PDN straps and rails:
The bar under the picture is 20 um long. Pins as bars on the die edge.
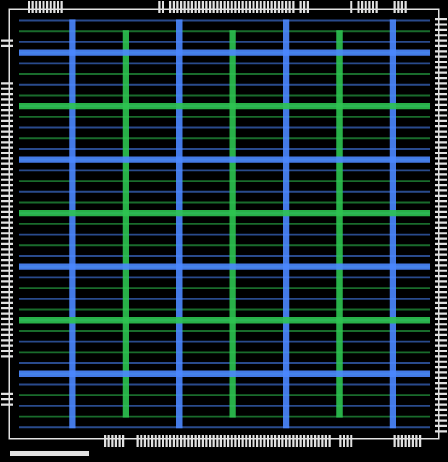
Local utilization:
The bar under the picture is 20 um long. 11 x 11 tiles, from black (low) to pale yellow (high), 0 to 100% covered.
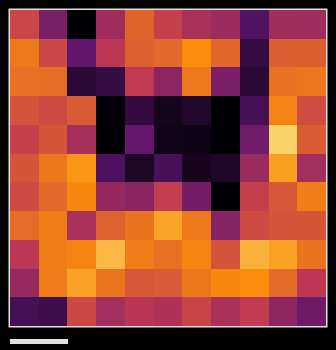
Cells colored by class:
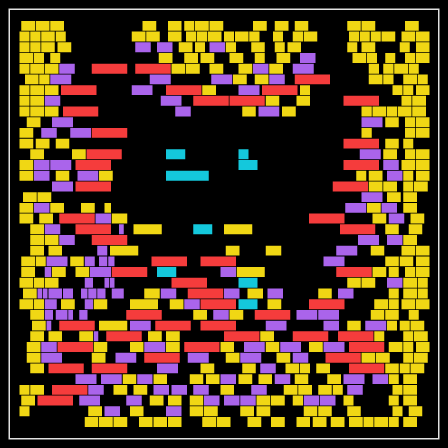
Wires at chosen ports, followed through buffers:
The bar under the picture is 20 um long.
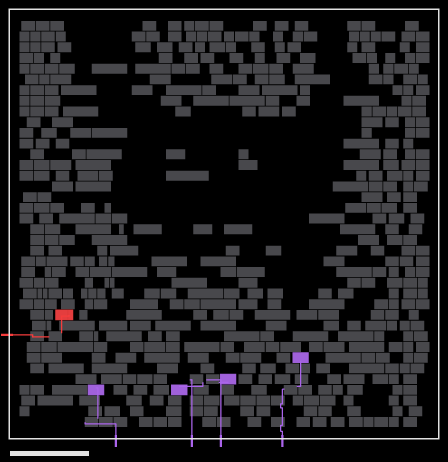
[src/rtl/axi_pkg.sv]
// Shared AXI definitions for the read arbiter and the future write arbiter.
package axi_pkg;

  localparam int ADDR_W  = 32;
  localparam int DATA_W  = 32;
  localparam int LEN_W   = 4;
  localparam int SIZE_W  = 3;
  localparam int BURST_W = 2;
  localparam int RESP_W  = 2;

  localparam logic [RESP_W-1:0] RESP_OKAY   = 2'b00;
  localparam logic [RESP_W-1:0] RESP_EXOKAY = 2'b01;
  localparam logic [RESP_W-1:0] RESP_SLVERR = 2'b10;
  localparam logic [RESP_W-1:0] RESP_DECERR = 2'b11;

  typedef enum logic [1:0] {
    ST_IDLE = 2'd0,
    ST_ADDR = 2'd1,
    ST_DATA = 2'd2
  } arb_state_e;

  typedef struct packed {
    logic [ADDR_W-1:0]  addr;
    logic [LEN_W-1:0]   len;
    logic [SIZE_W-1:0]  size;
    logic [BURST_W-1:0] burst;
  } ar_pl_t;

endpackage

[src/rtl/rr_arb2.sv]
// Two-way round-robin arbiter; the pointer moves to the loser
// whenever a grant is taken.
module rr_arb2 #(
  parameter int FIRST_PRI = 0
) (
  input  logic       clk,
  input  logic       rst,
  input  logic [1:0] req,
  input  logic       en,
  output logic [1:0] gnt
);

  logic ptr_q, ptr_d;

  always_comb begin
    gnt   = req;
    ptr_d = ptr_q;
    if (req[0] && req[1]) begin
      gnt = ptr_q ? 2'b10 : 2'b01;
    end
    if (en && |req) begin
      ptr_d = gnt[0];
    end
  end

  always_ff @(posedge clk or posedge rst) begin
    if (rst) ptr_q <= 1'(FIRST_PRI);
    else     ptr_q <= ptr_d;
  end

endmodule

[src/rtl/axi_read_arbiter.sv]
// Two-master AXI read arbiter with a single outstanding burst;
// the granted master index is carried in the slave-side ID MSB.
module axi_read_arbiter
  import axi_pkg::*;
#(
  parameter int ID_MAS    = 4,
  parameter int FIRST_PRI = 0
) (
  input  logic              aclk,
  input  logic              areset,
  input  logic [ID_MAS-1:0] m0_arid,
  input  logic [31:0]       m0_araddr,
  input  logic [3:0]        m0_arlen,
  input  logic [2:0]        m0_arsize,
  input  logic [1:0]        m0_arburst,
  input  logic              m0_arvalid,
  output logic              m0_arready,
  output logic [ID_MAS-1:0] m0_rid,
  output logic [31:0]       m0_rdata,
  output logic [1:0]        m0_rresp,
  output logic              m0_rlast,
  output logic              m0_rvalid,
  input  logic              m0_rready,
  input  logic [ID_MAS-1:0] m1_arid,
  input  logic [31:0]       m1_araddr,
  input  logic [3:0]        m1_arlen,
  input  logic [2:0]        m1_arsize,
  input  logic [1:0]        m1_arburst,
  input  logic              m1_arvalid,
  output logic              m1_arready,
  output logic [ID_MAS-1:0] m1_rid,
  output logic [31:0]       m1_rdata,
  output logic [1:0]        m1_rresp,
  output logic              m1_rlast,
  output logic              m1_rvalid,
  input  logic              m1_rready,
  output logic [ID_MAS:0]   s_arid,
  output logic [31:0]       s_araddr,
  output logic [3:0]        s_arlen,
  output logic [2:0]        s_arsize,
  output logic [1:0]        s_arburst,
  output logic              s_arvalid,
  input  logic              s_arready,
  input  logic [ID_MAS:0]   s_rid,
  input  logic [31:0]       s_rdata,
  input  logic [1:0]        s_rresp,
  input  logic              s_rlast,
  input  logic              s_rvalid,
  output logic              s_rready
);

  arb_state_e        state_q, state_d;
  logic              gidx_q, gidx_d;
  logic [ID_MAS-1:0] arid_q, arid_d;
  ar_pl_t            ar_q, ar_d;
  logic [3:0]        beat_q, beat_d;
  logic              err_q, err_d;

  logic [1:0] gnt;
  logic       arb_en;
  logic       id_ok;
  logic       g_rready;
  logic       r_take;
  ar_pl_t     m0_pl, m1_pl;

  rr_arb2 #(
    .FIRST_PRI(FIRST_PRI)
  ) u_arb (
    .clk(aclk),
    .rst(areset),
    .req({m1_arvalid, m0_arvalid}),
    .en (arb_en),
    .gnt(gnt)
  );

  assign m0_pl = '{m0_araddr, m0_arlen,
                   m0_arsize, m0_arburst};
  assign m1_pl = '{m1_araddr, m1_arlen,
                   m1_arsize, m1_arburst};

  // Beats tagged for the other master are swallowed, not forwarded.
  assign id_ok    = (s_rid[ID_MAS] == gidx_q);
  assign g_rready = gidx_q ? m1_rready : m0_rready;
  assign r_take   = id_ok ? g_rready : 1'b1;

  always_comb begin
    state_d    = state_q;
    gidx_d     = gidx_q;
    arid_d     = arid_q;
    ar_d       = ar_q;
    beat_d     = beat_q;
    err_d      = err_q;
    arb_en     = 1'b0;
    m0_arready = 1'b0;
    m1_arready = 1'b0;
    s_arvalid  = 1'b0;
    s_rready   = 1'b0;
    m0_rvalid  = 1'b0;
    m1_rvalid  = 1'b0;
    unique case (state_q)
      ST_IDLE: begin
        beat_d     = 4'd0;
        arb_en     = 1'b1;
        m0_arready = gnt[0] & ~areset;
        m1_arready = gnt[1] & ~areset;
        if (|gnt) begin
          gidx_d  = gnt[1];
          arid_d  = gnt[1] ? m1_arid : m0_arid;
          ar_d    = gnt[1] ? m1_pl : m0_pl;
          state_d = ST_ADDR;
        end
      end
      ST_ADDR: begin
        s_arvalid = 1'b1;
        if (s_arready) state_d = ST_DATA;
      end
      ST_DATA: begin
        s_rready = r_take;
        if (id_ok && s_rvalid) begin
          m0_rvalid = ~gidx_q;
          m1_rvalid = gidx_q;
        end
        if (s_rvalid && r_take) begin
          beat_d = beat_q + 4'd1;
          if (!id_ok) err_d = 1'b1;
          // Final expected beat must carry rlast.
          if (beat_q == ar_q.len && !s_rlast)
            err_d = 1'b1;
          if (s_rlast) state_d = ST_IDLE;
        end
      end
      default: state_d = ST_IDLE;
    endcase
  end

  always_ff @(posedge aclk or posedge areset) begin
    if (areset) begin
      state_q <= ST_IDLE;
      gidx_q  <= 1'b0;
      arid_q  <= '0;
      ar_q    <= '0;
      beat_q  <= 4'd0;
      err_q   <= 1'b0;
    end else begin
      state_q <= state_d;
      gidx_q  <= gidx_d;
      arid_q  <= arid_d;
      ar_q    <= ar_d;
      beat_q  <= beat_d;
      err_q   <= err_d;
    end
  end

  assign s_arid    = {gidx_q, arid_q};
  assign s_araddr  = ar_q.addr;
  assign s_arlen   = ar_q.len;
  assign s_arsize  = ar_q.size;
  assign s_arburst = ar_q.burst;

  assign m0_rid   = s_rid[ID_MAS-1:0];
  assign m0_rdata = s_rdata;
  assign m0_rresp = s_rresp;
  assign m0_rlast = s_rlast;
  assign m1_rid   = s_rid[ID_MAS-1:0];
  assign m1_rdata = s_rdata;
  assign m1_rresp = s_rresp;
  assign m1_rlast = s_rlast;

endmodule

[config.mk]
export PLATFORM = sky130hd
export DESIGN_NAME = axi_read_arbiter
export DESIGN_NICKNAME = d
export VERILOG_FILES = /design/src/rtl/axi_pkg.sv /design/src/rtl/rr_arb2.sv /design/src/rtl/axi_read_arbiter.sv
export SDC_FILE = /design/constraint.sdc
export NUM_CORES = 1
export LEC_CHECK = 0
export CORE_MARGIN = 2
export CORE_UTILIZATION = 30
export DETAILED_ROUTE_END_ITERATION = 8
export GPL_TIMING_DRIVEN = 0
export PLACE_DENSITY = 0.75
export SYNTH_ARGS = -nofsm -noshare
export SYNTH_HDL_FRONTEND = slang
export SYNTH_HIERARCHICAL = 1
export SYNTH_SLANG_ARGS = --single-unit
export TNS_END_PERCENT = 30
[constraint.sdc]
create_clock -name aclk -period 3.89 [get_ports aclk]
set_input_delay 0.778 -clock aclk [delete_from_list [all_inputs] [get_ports aclk]]
set_output_delay 0.778 -clock aclk [all_outputs]
set_load 0.005 [all_outputs]
==> Implementation_results.wiki <==
=== Physical design figures ===
{| class="wikitable"
! Metric !! Value
|-
| Fmax achieved || 295 MHz
|-
| Worst endpoint required time || 3.11 ns
|-
| Stage-log warning count || 26
|-
| Post-Syn Nets || 392
|-
| H-tree levels || 2
|-
| Run status || complete, no violations
|-
| Slowest stage delay, CP || 0.51 ns
|-
| Full die area || 11,800 um^2
|-
| Number of buffers other than clock buffers in the final layout || 319
|-
| Transition at the pin with the smallest max-transition slack || 0.465 ns
|-
| Min-Delay Path Depth || 1
|-
| Worst-Skew Late Latency || 0.29 ns
|-
| First-pass GRT wire length || 13.6 mm
|-
| Library cell with the highest instance count after synthesis || buf_4
|-
| Worst R2R Setup Slack || 2.04 ns
|-
| Horizontal die size || 109 um
|-
| Slowest-stage cell, CP || clkdlybuf4s50_1
|-
| GRT Resource Usage Total || 14.8%
|-
| Post-cts sizing count || 0
|-
| Clk root buf || clkbuf_8
|-
| Area of the mapped netlist || 3290 um^2
|-
| Remaining global-route overflow || 0
|-
| Hpwl dp || 7.62 mm
|-
| Site Rows || 38
|-
| Dominant non-sequential cell family after synthesis || multiplexers
|-
| Non-CTS inverters || 4
|-
| Met1 capacity usage during global routing || 15.1%
|-
| Pin count of the biggest net entering global routing || 29
|-
| RR Startpoint || u_arb/ptr_q$_DFFE_PP0P_
|-
| Number of antenna-violating nets in the routed design || 0
|-
| I/O pin cnt || 268
|-
| Worst Setup End Kind || primary output
|-
| Mean area per synthesized cell || 13.0 um^2
|-
| Pre-CTS WS || 0.472 ns
|-
| PnR Total Power || 0.00309 W
|-
| CTS max path bufs || 2
|-
| Post-synth top cells || 79 x buf_4, 49 x dfrtp_1, 39 x mux2_4
|-
| Combined flip-flop and latch cell area || 1230 um^2
|-
| Cell class with the largest area share || non-clock buffers
|-
| DR vias || 2,676
|-
| Cells after Synth || 254
|-
| Compound-Gate Fraction of Synth Area || 2.58%
|-
| Number of enable-type register cells in the synthesized netlist || 0
|-
| Worst-path cell chain || clkdlybuf4s50_1 > a21boi_1 > buf_6 > buf_6 > and2_1 > clkdlybuf4s50_1
|-
| Top cells by area || dfrtp_1 37%, buf_4 18%, mux2_4 18%
|-
| Number of fill cells || 929
|-
| Tightest slew margin relative to the limit || 68.9%
|-
| Sink count of the clock tree || 49
|-
| Fraction of synthesis flops using an asynchronous set or reset pin || 100%
|-
| Kind of start point of the critical path || primary input
|-
| Final slew viol count || 0
|-
| Number of buffers inserted by post-CTS setup repair || 0
|-
| Min-delay src || s_arlen[0]$_DFFE_PP0P_
|-
| XORs/XNORs by Area || 0%
|-
| Proportion of layout cells with a drive suffix above 1 || 33.1%
|-
| Library cell with the largest summed area after synthesis || dfrtp_1
|-
| Met3 Track Usage GR || 5.26%
|-
| Combinational share of cell area || 22.2%
|-
| Crit path launch || m1_arvalid
|-
| Tmin final || 3.39 ns
|-
| Synthesis warning total || 6
|-
| Worst IR Drop VDD || 245 uV
|-
| Final critical-path setup slack || 0.497 ns
|-
| Met2 GRT Util || 28.2%
|-
| Final setup violation count || 0
|-
| Sequential area share after synthesis || 37.2%
|-
| Final count of hold timing violations || 0
|-
| PD cells || 525 nW/um^2
|-
| Routability congestion estimate from global placement || 0.708
|}
## Picture notes: 'PDN straps and rails'
VDD: in green. VSS: in blue.
268 signal pins sit on the boundary. The core has 38 rows. 39 met1 rails follow the rows. 7 straps on met5. 7 straps on met4.

## Picture notes: 'local utilization'
8.3% of the tiles are over 75% full. The mean over all tiles is 48%. The emptiest ninth of the die: center. The fullest tile reaches 90%. 5.0% of the tiles are nearly empty.
Init Core Util: 30.5%
core region area: 10,800 um^2
Final Core Density: 54.7%

## Picture notes: 'cells colored by class'
clock drivers and dummy loads: in cyan, cells 8, share of their area 2.1%. combinational and other logic: in purple, cells 116, share of their area 23%. sequential cells: in red, cells 49, share of their area 21%. remaining buffers and delay cells: in yellow, cells 319, share of their area 53%.

## Picture notes: 'wires at chosen ports, followed through buffers'
m0_arid: in purple, direction input, edge bottom, end cells 4, buffers 4, wire 83.8 um. s_arready: in red, direction input, edge left, end cells 2, buffers 1, wire 16.4 um.

[metrics by stage]
step                cell area [um^2]  util [%]  std cells  hold WS (ns)
finish                          5900      54.7        632         0.515
global route                    5900      54.7        632         0.528
CTS                             5900      54.7        632         0.516
detailed placement              5780      53.5        624         0.493
global placement                5760      53.4        623         0.483
floorplan                       3290         -        254         0.467
[layer usage]
layer	wire [um]	part of all wire [%]
met1	3060	34
met2	4840	54
met3	956	11
met4	149	1.7
met5	0	0
[report_power, final]
| part | switching, W | internal, W | leakage, nW |
|---|---|---|---|
| clock network | 0.000171 | 0.000209 | 0.0574 |
| logic | 0.000520 | 0.00127 | 1.93 |
| registers | 0.000153 | 0.000775 | 0.574 |
[flip-flops by register name, summed over array words and instances, names as in the netlist]
| signal | cells |
|---|---|
| arid_q | 4 |
| s_arlen | 4 |
| s_arsize | 3 |
| gidx_q | 1 |
| s_arburst | 2 |
| s_araddr | 32 |
| state_q | 2 |
| u_arb/ptr_q | 1 |
[placed cells by master, fill, tap and decap left out]
cell,instances
a21boi_1,1
clkinvlp_4,1
o211a_1,1
mux2_1,28
a21boi_0,1
mux2_2,23
a21o_1,1
a31oi_1,1
o21a_4,1
bufinv_16,1
and2_1,2
buf_2,1
o2111ai_1,1
buf_12,6
nor2_2,1
a21oi_1,1
nor3_1,2
nand2_1,3
buf_4,79
nor2b_1,2
nor2_1,1
inv_1,3
clkdlybuf4s50_1,229
dfrtp_1,49
mux2_4,39
a22o_1,2
buf_6,4
inv_2,1
or3_1,1
clkbuf_8,6
[critical path, delay by kind of cell]
| family | cells | cell delay [ns] |
|---|---|---|
| simple gates | 1 | 0.13 |
| compound gates | 1 | 0.32 |
| buf+inv | 4 | 1.38 |
No activity file was given, so power comes from the tool's default toggle rates.
